## src/rtl/mem_port_arbiter.sv

```systemverilog
// mem_port_arbiter
//   Shares the main memory data port between two requesters: M0 (core
//   load/store path) and M1 (DMA/debug loader). One command is latched at
//   a time. Byte enables and alignment are derived from SIZE/AD, and load
//   data is extracted from the aligned word and sign/zero extended.
//   Every outcome is a single-cycle pulse to the requester that won.
//
// Ports
//   CLK, RESET_N         clock, synchronous active-low reset
//   REQx/WEx/SIZEx/UNSx  request, store flag, size (00 b, 01 h, 10 w),
//   ADx/WDx              zero-extend flag, byte address, store data
//   GNTx                 command accepted (one cycle)
//   VALIDx/ERRx/RDx      completion OK / failed, extended load data
//   MREQ/MWE/MBYTES/     memory request, write enable, byte enables,
//   MAD/MWD              address, right-justified write data
//   MGNT/MVALID/MERR/MRD memory accept, completion, error, read word
//
// Timing
//   All outputs are registered. GNT appears the cycle after the pick;
//   a command rejected up front (bad size/alignment) shows GNT and ERR
//   together in that same cycle. WAIT gives up after TIMEOUT cycles.
module mem_port_arbiter #(
    parameter int TIMEOUT = 16,
    parameter int ADDR_W  = 32
) (
    input  logic              CLK,
    input  logic              RESET_N,
    input  logic              REQ0,
    input  logic              REQ1,
    input  logic              WE0,
    input  logic              WE1,
    input  logic [1:0]        SIZE0,
    input  logic [1:0]        SIZE1,
    input  logic              UNS0,
    input  logic              UNS1,
    input  logic [ADDR_W-1:0] AD0,
    input  logic [ADDR_W-1:0] AD1,
    input  logic [31:0]       WD0,
    input  logic [31:0]       WD1,
    output logic              GNT0,
    output logic              GNT1,
    output logic              VALID0,
    output logic              VALID1,
    output logic              ERR0,
    output logic              ERR1,
    output logic [31:0]       RD0,
    output logic [31:0]       RD1,
    output logic              MREQ,
    output logic              MWE,
    output logic [3:0]        MBYTES,
    output logic [ADDR_W-1:0] MAD,
    output logic [31:0]       MWD,
    input  logic              MGNT,
    input  logic              MVALID,
    input  logic              MERR,
    input  logic [31:0]       MRD
);

    typedef enum logic [1:0] {IDLE, ISSUE, WAIT, RESP} state_t;

    // only the fields needed after the pick to shape the response;
    // address and store data live in the memory-side registers
    typedef struct packed {
        logic       we;
        logic [1:0] size;
        logic       uns;
        logic [1:0] a;
    } cmd_t;

    localparam logic [7:0] TO = 8'(TIMEOUT);

    state_t            state_q, state_n;
    logic              rr_q, rr_n;
    logic              owner_q, owner_n;
    cmd_t              cmd_q, cmd_n, cmd_in;
    logic [7:0]        cnt_q, cnt_n;
    logic [1:0]        gnt_q, gnt_n, vld_q, vld_n, err_q, err_n;
    logic [31:0]       rd0_q, rd0_n, rd1_q, rd1_n;
    logic              mreq_q, mreq_n, mwe_q, mwe_n;
    logic [3:0]        mbytes_q, mbytes_n;
    logic [ADDR_W-1:0] mad_q, mad_n, ad_in;
    logic [31:0]       mwd_q, mwd_n, wd_in;
    logic              sel1;
    logic              done, done_err;
    logic [31:0]       done_rd;

    function automatic logic is_legal(input logic [1:0] size, input logic [1:0] a);
        case (size)
            2'b00:   return 1'b1;
            2'b01:   return ~a[0];
            2'b10:   return a == 2'b00;
            default: return 1'b0;
        endcase
    endfunction

    function automatic logic [3:0] bytes_of(input logic [1:0] size, input logic [1:0] a);
        case (size)
            2'b00:   return 4'b0001 << a;
            2'b01:   return a[1] ? 4'b1100 : 4'b0011;
            default: return 4'b1111;
        endcase
    endfunction

    function automatic logic [31:0] extract(input logic [31:0] word, input logic [1:0] size,
                                            input logic uns, input logic [1:0] a);
        logic [31:0] lane;
        lane = word >> {a, 3'b000};
        case (size)
            2'b00:   return {{24{~uns & lane[7]}}, lane[7:0]};
            2'b01:   return {{16{~uns & lane[15]}}, lane[15:0]};
            default: return lane;
        endcase
    endfunction

    // Requester select: a lone request wins; on a tie the requester that
    // did not win last time goes (rr_q resets to 1 so M0 takes the first tie).
    always_comb begin
        sel1        = REQ1 & (~REQ0 | ~rr_q);
        cmd_in.we   = sel1 ? WE1   : WE0;
        cmd_in.size = sel1 ? SIZE1 : SIZE0;
        cmd_in.uns  = sel1 ? UNS1  : UNS0;
        ad_in       = sel1 ? AD1   : AD0;
        wd_in       = sel1 ? WD1   : WD0;
        cmd_in.a    = ad_in[1:0];
    end

    always_comb begin
        state_n  = state_q;
        rr_n     = rr_q;
        owner_n  = owner_q;
        cmd_n    = cmd_q;
        cnt_n    = cnt_q;
        gnt_n    = 2'b00;
        vld_n    = 2'b00;
        err_n    = 2'b00;
        rd0_n    = rd0_q;
        rd1_n    = rd1_q;
        mreq_n   = mreq_q;
        mwe_n    = mwe_q;
        mbytes_n = mbytes_q;
        mad_n    = mad_q;
        mwd_n    = mwd_q;
        done     = 1'b0;
        done_err = 1'b0;
        done_rd  = '0;

        case (state_q)
            IDLE: begin
                cnt_n = '0;
                if (REQ0 | REQ1) begin
                    owner_n = sel1;
                    rr_n    = sel1;
                    cmd_n   = cmd_in;
                    gnt_n   = sel1 ? 2'b10 : 2'b01;
                    if (is_legal(cmd_in.size, cmd_in.a)) begin
                        state_n  = ISSUE;
                        mreq_n   = 1'b1;
                        mwe_n    = cmd_in.we;
                        mbytes_n = bytes_of(cmd_in.size, cmd_in.a);
                        mad_n    = ad_in;
                        mwd_n    = wd_in;
                    end else begin
                        // rejected before the memory ever sees it
                        done     = 1'b1;
                        done_err = 1'b1;
                    end
                end
            end
            ISSUE: begin
                if (MGNT) begin
                    mreq_n = 1'b0;
                    // a memory that completes in its grant cycle skips WAIT
                    if (MERR) begin
                        done     = 1'b1;
                        done_err = 1'b1;
                    end else if (MVALID) begin
                        done = 1'b1;
                    end else begin
                        state_n = WAIT;
                    end
                end
            end
            WAIT: begin
                cnt_n = cnt_q + 8'd1;
                if (MERR) begin
                    done     = 1'b1;
                    done_err = 1'b1;
                end else if (MVALID) begin
                    done = 1'b1;
                end else if (cnt_n == TO) begin
                    done     = 1'b1;
                    done_err = 1'b1;
                end
            end
            RESP: begin
                state_n = IDLE;
                cnt_n   = '0;
            end
            default: state_n = IDLE;
        endcase

        // the response pulse is registered, so it is visible in RESP
        if (done) begin
            state_n = RESP;
            done_rd = (done_err | cmd_n.we) ? 32'd0
                                            : extract(MRD, cmd_n.size, cmd_n.uns, cmd_n.a);
            if (owner_n) begin
                vld_n[1] = ~done_err;
                err_n[1] = done_err;
                rd1_n    = done_rd;
            end else begin
                vld_n[0] = ~done_err;
                err_n[0] = done_err;
                rd0_n    = done_rd;
            end
        end
    end

    always_ff @(posedge CLK) begin
        if (!RESET_N) begin
            state_q  <= IDLE;
            rr_q     <= 1'b1;
            owner_q  <= 1'b0;
            cmd_q    <= '0;
            cnt_q    <= '0;
            gnt_q    <= '0;
            vld_q    <= '0;
            err_q    <= '0;
            rd0_q    <= '0;
            rd1_q    <= '0;
            mreq_q   <= 1'b0;
            mwe_q    <= 1'b0;
            mbytes_q <= '0;
            mad_q    <= '0;
            mwd_q    <= '0;
        end else begin
            state_q  <= state_n;
            rr_q     <= rr_n;
            owner_q  <= owner_n;
            cmd_q    <= cmd_n;
            cnt_q    <= cnt_n;
            gnt_q    <= gnt_n;
            vld_q    <= vld_n;
            err_q    <= err_n;
            rd0_q    <= rd0_n;
            rd1_q    <= rd1_n;
            mreq_q   <= mreq_n;
            mwe_q    <= mwe_n;
            mbytes_q <= mbytes_n;
            mad_q    <= mad_n;
            mwd_q    <= mwd_n;
        end
    end

    assign GNT0   = gnt_q[0];
    assign GNT1   = gnt_q[1];
    assign VALID0 = vld_q[0];
    assign VALID1 = vld_q[1];
    assign ERR0   = err_q[0];
    assign ERR1   = err_q[1];
    assign RD0    = rd0_q;
    assign RD1    = rd1_q;
    assign MREQ   = mreq_q;
    assign MWE    = mwe_q;
    assign MBYTES = mbytes_q;
    assign MAD    = mad_q;
    assign MWD    = mwd_q;

endmodule

```

## config.mk

```make
export PLATFORM = sky130hd
export DESIGN_NAME = mem_port_arbiter
export DESIGN_NICKNAME = d
export VERILOG_FILES = /design/src/rtl/mem_port_arbiter.sv
export SDC_FILE = /design/constraint.sdc
export NUM_CORES = 1
export LEC_CHECK = 0
export ABC_AREA = 1
export ABC_CLOCK_PERIOD_IN_PS = 2100
export CORE_UTILIZATION = 40
export CTS_BUF_LIST = sky130_fd_sc_hd__clkbuf_4 sky130_fd_sc_hd__clkbuf_8
export CTS_CLUSTER_SIZE = 28
export DETAILED_ROUTE_END_ITERATION = 7
export PLACE_DENSITY = 0.78
export SYNTH_ARGS = -nofsm -noshare
export SYNTH_HDL_FRONTEND = slang
export SYNTH_SLANG_ARGS = --single-unit
```

## constraint.sdc

```tcl
create_clock -name CLK -period 2.1 [get_ports CLK]
set_input_delay 0.42 -clock CLK [delete_from_list [all_inputs] [get_ports CLK]]
set_output_delay 0.42 -clock CLK [all_outputs]
set_load 0.01 [all_outputs]
```

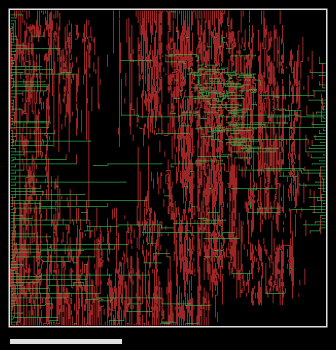
Run 1: metal layers overlaid
The bar under the picture is 50 um long. Only two layers are drawn.
| layer | colour | wire length |
|---|---|---|
| M3 | green | 2850 um |
| M2 | red | 14500 um |

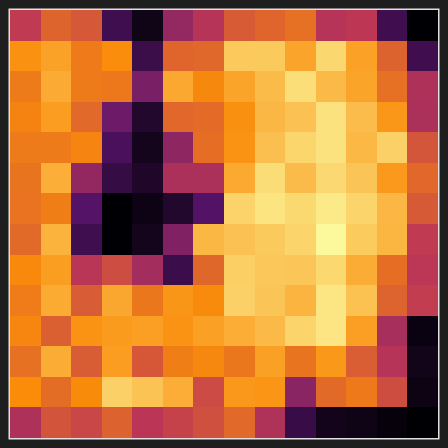
Run 1: local utilization
14 x 14 tiles, from black (low) to pale yellow (high), 0 to 100% covered.
mean over tiles: 63%
nearly empty tiles: 2.6%
fullest tile: 99%

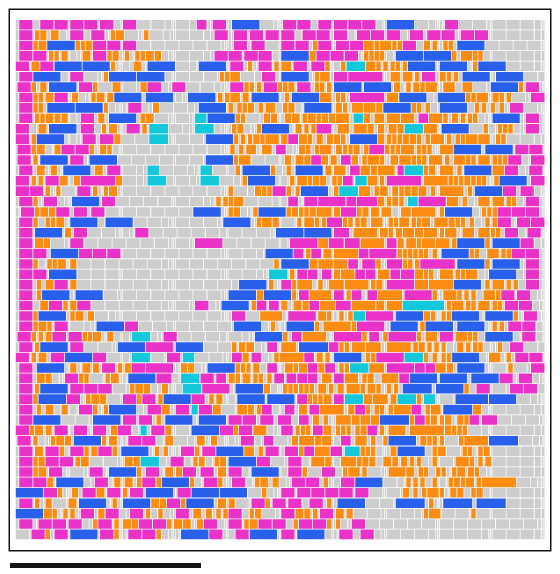
Run 1: cell classes on the final placement
The bar under the picture is 50 um long. Fill, decap, tap and diode cells in grey.
| class | colour | cells | share of their area |
|---|---|---|---|
| remaining logic cells | orange | 897 | 38% |
| clock drivers and dummy loads | cyan | 32 | 3.1% |
| sequential cells | blue | 158 | 25% |
| remaining buffers and delay cells | magenta | 411 | 34% |

## run 1: logic make-up (layout without fill, tap and decap cells)
kind of cell,Yosys count,in the layout,share of synthesized area
AND-OR/OR-AND,279,279,0.201
adder cells (fa/ha/maj),6,6,0.00968
buffers and inverters,191,558,0.102
flip-flops,158,158,0.408
multiplexers,1,1,0.00129
AND/OR/NAND/NOR,495,496,0.278
## run 1: metrics by stage
step                      hold slack, ns  setup slack (ns)  power [mW]
after floorplan                    0.449            0.0179        9.23
after global placement             0.449            -0.548        13.1
after detailed placement           0.459            -0.594        13.3
after CTS                          0.314           0.00170        15.8
after global routing               0.323            -0.171        18.6
final                              0.326           -0.0634        17.6
==> impl_metrics.csv, run 1 <==
group,metric,value,unit
outcome,outcome,"finished with violations",
outcome,failing_checks,"setup timing",
detailed_routing,routed_wirelength,29.6,mm
critical_path,regToRegSetupSlack,-0.06,ns
synthesis,count_of_instantiated_cells_in_the_yosys_netlist,1130,
synthesis,synth_area_per_cell,6.86,um^2
synthesis,asyncSetResetFlopFracSynth,0,
finish,layout.filler_cells,1496,
flow_run,warning_count,33,
synthesis,synthesis.yosys.warnings,0,
cts,cts.htree.levels,4,
pwr,worst_ir_drop_vdd,709,uV
worst_hold_path,hold_path.startpoint,"RESET_N",
sta,final_critical_path_setup_slack,-0.0634,ns
detailed_routing,drt_iter0_drc,949,
detailed_routing,routed-wl-met2,14.5,mm
sta,setup_viol,10,
finish,flow.area_growth_from_synthesis,66.0,%
sta,fmax,462,MHz
place,placedCellCount,1701,
floorplan,core,18800,um^2
--- run 2 (diff from run 1) ---
CORE_UTILIZATION = 41   (was 40)
PLACE_DENSITY = 0.79   (was 0.78)
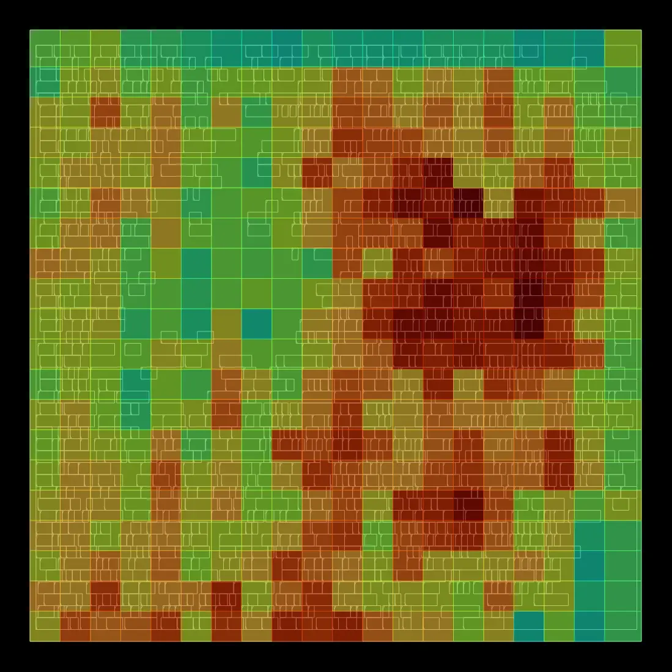
Run 2: routing congestion
final core utilization: 0.695
total track usage: 0.270
average wire per cell in the routed design: 17.1 um
routing layer with the top usage in global route: met2
global routing met1 resource utilization: 0.319

==> impl_metrics.csv, run 2 <==
group,metric,value,unit
outcome,outcome,"finished with violations",
outcome,failing_checks,"setup timing",
finish,layout.filler_cells,1416,
place,pre_cts_ws,-0.503,ns
flow_run,warning_count,32,
synthesis,count_of_instantiated_cells_in_the_yosys_netlist,1130,
finish,biggestCellCategory,"combinational gates",
synthesis,synthesis.yosys.warnings,0,
cts,cts.htree.levels,4,
synthesis,top_logic_kind,"simple AND/OR/NAND/NOR gates",
cts,cts_num_sinks,158,
pwr,worst_ir_drop_vdd,635,uV
cts,tritoncts,"yes",
sta,final_critical_path_setup_slack,-0.0850,ns
synthesis,ys_sh_adder,0.00969,
detailed_routing,routed_wirelength,29.5,mm
synthesis,asyncSetResetFlopFracSynth,0,
sta,holdWs,0.366,ns
floorplan,core,18300,um^2
sta,fmax,458,MHz
finish,flow.area_growth_from_synthesis,63.7,%
sta,setup_tns,-0.239,ns
synthesis,yosys.cell_count.top_type,"sky130_fd_sc_hd__nand2_1",
synthesis,synthMuxAreaShare,0.00129,
sta,setup_viol,7,
place,placedCellCount,1669,
synthesis,xor_xnor_share_of_the_synthesized_area,0,
sta,worst_relative_slew_slack,0.602,
synthesis,synth_area_per_cell,6.86,um^2
synthesis,synth.cellmix.simpleShare,0.278,
detailed_routing,drt_iter0_drc,923,
critical_path,worst_path_dominant_cell_family,"simple AND/OR/NAND/NOR gates",
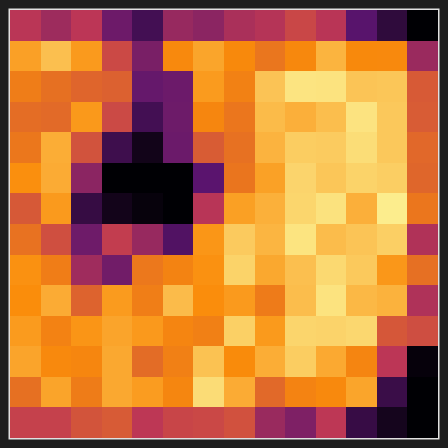
Run 2: local utilization
14 x 14 tiles, from black (low) to pale yellow (high), 0 to 100% covered.
densest ninth of the die: east
emptiest ninth of the die: west
tiles over 75% full: 42%
mean over tiles: 64%
fullest tile: 96%

## run 2: cell count changes in the layout (fill, tap and decap cells not counted), sizes merged
cell and delta:
buf -5, inv -3, clkinvlp +5, dlymetal6s2s +1
clkbuf +1, bufinv -1, dlygate4sd2 -1
## run 2: worst max path at each step
stage	end	start	slack [ns]	cells after the start
2_1_floorplan	RD0[22]	state_q[0]	0.02	15
3_3_place_gp	RD0[0]	REQ0	-0.48	16
3_5_place_dp	RD0[10]	REQ1	-0.50	13
4_1_cts	RD1[28]	state_q[0]	-0.01	15
5_1_grt	RD0[10]	state_q[0]	-0.17	14
6_report	RD0[10]	state_q[0]	-0.09	14
## run 2: power by group
part           switching, mW  total (mW)  internal (mW)  leakage [nW]
Sequential             0.553        4.52           3.96          1.30
Clock                   1.26        2.15          0.885         0.168
Combinational           5.79        10.6           4.84          3.96
--- run 3 (diff from run 2) ---
CORE_MARGIN = 2   (was not set)
CORE_UTILIZATION = 30   (was 41)
PLACE_DENSITY = 0.6   (was 0.79)
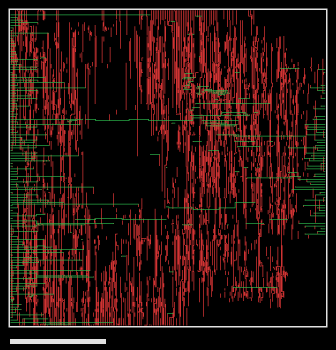
Run 3: metal layers overlaid
The bar under the picture is 50 um long. Only two layers are drawn.
| layer | colour | wire length |
|---|---|---|
| M2 | red | 15500 um |
| M3 | green | 2500 um |

==> impl_metrics.csv, run 3 <==
group,metric,value,unit
cts,tritoncts,"yes",
finish,flow.area_growth_from_synthesis,70.4,%
synthesis,post_synth_ao_oa_area_fraction,0.201,
global_routing,grtUsageTotal,0.216,
critical_path,crit_path_start,"cnt_q[1]",
synthesis,count_of_instantiated_cells_in_the_yosys_netlist,1130,
sta,holdWs,0.313,ns
finish,signal_buffer_area_fraction,0.333,
cts,cts_num_sinks,158,
pwr,overall_power_after_layout,17.9,mW
synthesis,yosys.cell_count.top_type,"sky130_fd_sc_hd__nand2_1",
worst_hold_path,hold_path.startpoint,"RESET_N",
sta,worst_relative_slew_slack,0.548,
synthesis,ys_sh_adder,0.00969,
sta,setup_viol,0,
floorplan,core,25300,um^2
finish,biggestCellCategory,"non-clock buffers",
outcome,outcome,"finished, final reports clean",
detailed_routing,wl_per_cell,17.0,um
place,pre_cts_ws,-0.547,ns
flow_run,warning_count,34,
detailed_routing,routed_wirelength,31.4,mm
critical_path,regToRegSetupSlack,0.03,ns
synthesis,xor_xnor_share_of_the_synthesized_area,0,
critical_path,critPathCapture,"RD0[2]",
worst_hold_path,timing.hold.worst.class,"in -> reg",
synthesis,synthesis.yosys.warnings,0,
finish,layout.filler_cells,2453,
detailed_routing,drt_iter0_drc,531,
synthesis,asyncSetResetFlopFracSynth,0,
critical_path,critical-path-slowest-cell,"sky130_fd_sc_hd__dfxtp_2",
finish,final_core_utilization,0.523,
synthesis,top_logic_kind,"simple AND/OR/NAND/NOR gates",
synthesis,synth.cellmix.simpleShare,0.278,
critical_path,timing.critical_path.mode_cell,"sky130_fd_sc_hd__nand2_2",
place,placedCellCount,1784,
pwr,worst_ir_drop_vdd,581,uV
cts,cts.htree.levels,4,
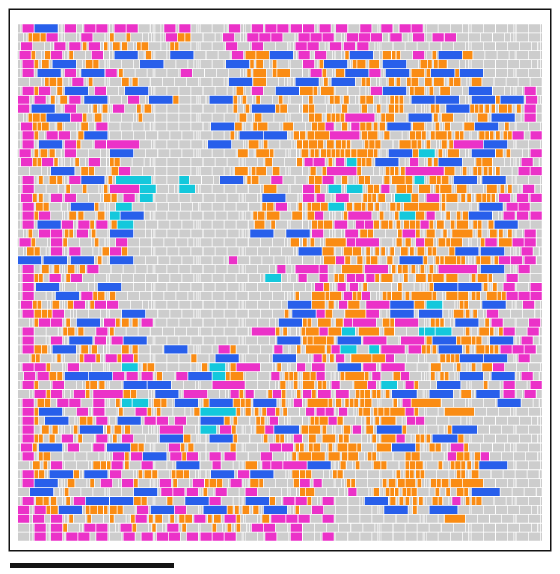
Run 3: cell classes on the final placement
The bar under the picture is 50 um long. Fill, decap, tap and diode cells in grey.
| class | colour | cells | share of their area |
|---|---|---|---|
| remaining logic cells | orange | 897 | 37% |
| clock drivers and dummy loads | cyan | 32 | 3.3% |
| sequential cells | blue | 158 | 25% |
| remaining buffers and delay cells | magenta | 423 | 34% |

## run 3: cell counts after synthesis
No cell type changed its count.
## run 3: worst max-delay path: cells and delay by family (launching register included)
family | cells | cell delay, ns
and+or+nand+nor | 10 | 0.79
DFF | 1 | 0.38
buffers and inverters | 2 | 0.32
AOI/OAI and AO/OA | 2 | 0.30
adders and majority gates | 1 | 0.17
## run 3: layer usage
metal  global-route usage  routed length, um  part of all wire
met1                0.256              12700              0.40
met2                0.367              15500              0.49
met3               0.0781               2500             0.080
met4               0.0636                687             0.022
met5                    0                  0                 0
## run 3: report_power, final
group	internal (mW)	total, mW	leakage [nW]	switching, mW
clock network	1.14	2.51	0.217	1.37
logic	5.11	10.9	4.07	5.79
registers	3.96	4.51	1.30	0.548
total	10.2	17.9	5.59	7.70

## Gallery

Register map, names as in the netlist.
The bar under the picture is 50 um long. Other sequential cells in the stronger grey, the rest of the logic in the fainter grey.
(a)
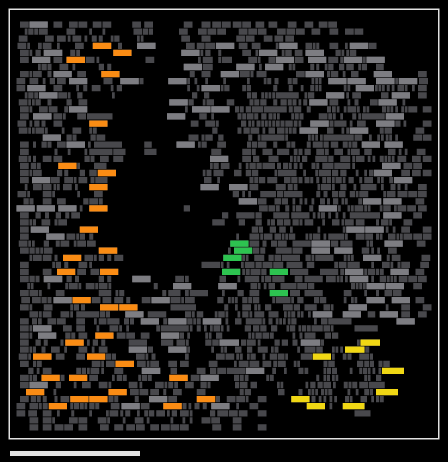
(b)
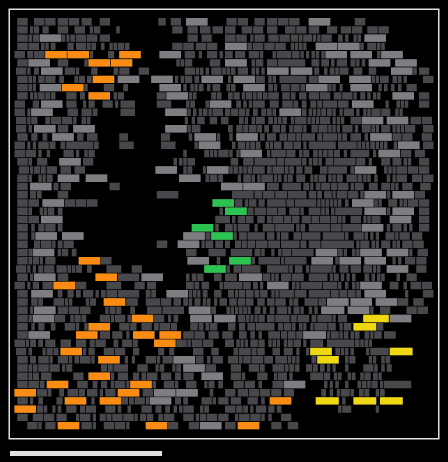
| picture | from |
|---|---|
| (b) | run 1 |
| (a) | run 3 |
- largest die: (a)

Key to (a):
| netlist name | colour | sequential cells | where |
|---|---|---|---|
| MWD | orange | 32 | a column on the left |
| cmd_q | green | 6 | centre |
| cnt_q | yellow | 8 | south-east |
not coloured: 112

Power figures rest on the tool's default switching activity, not on a simulated workload.
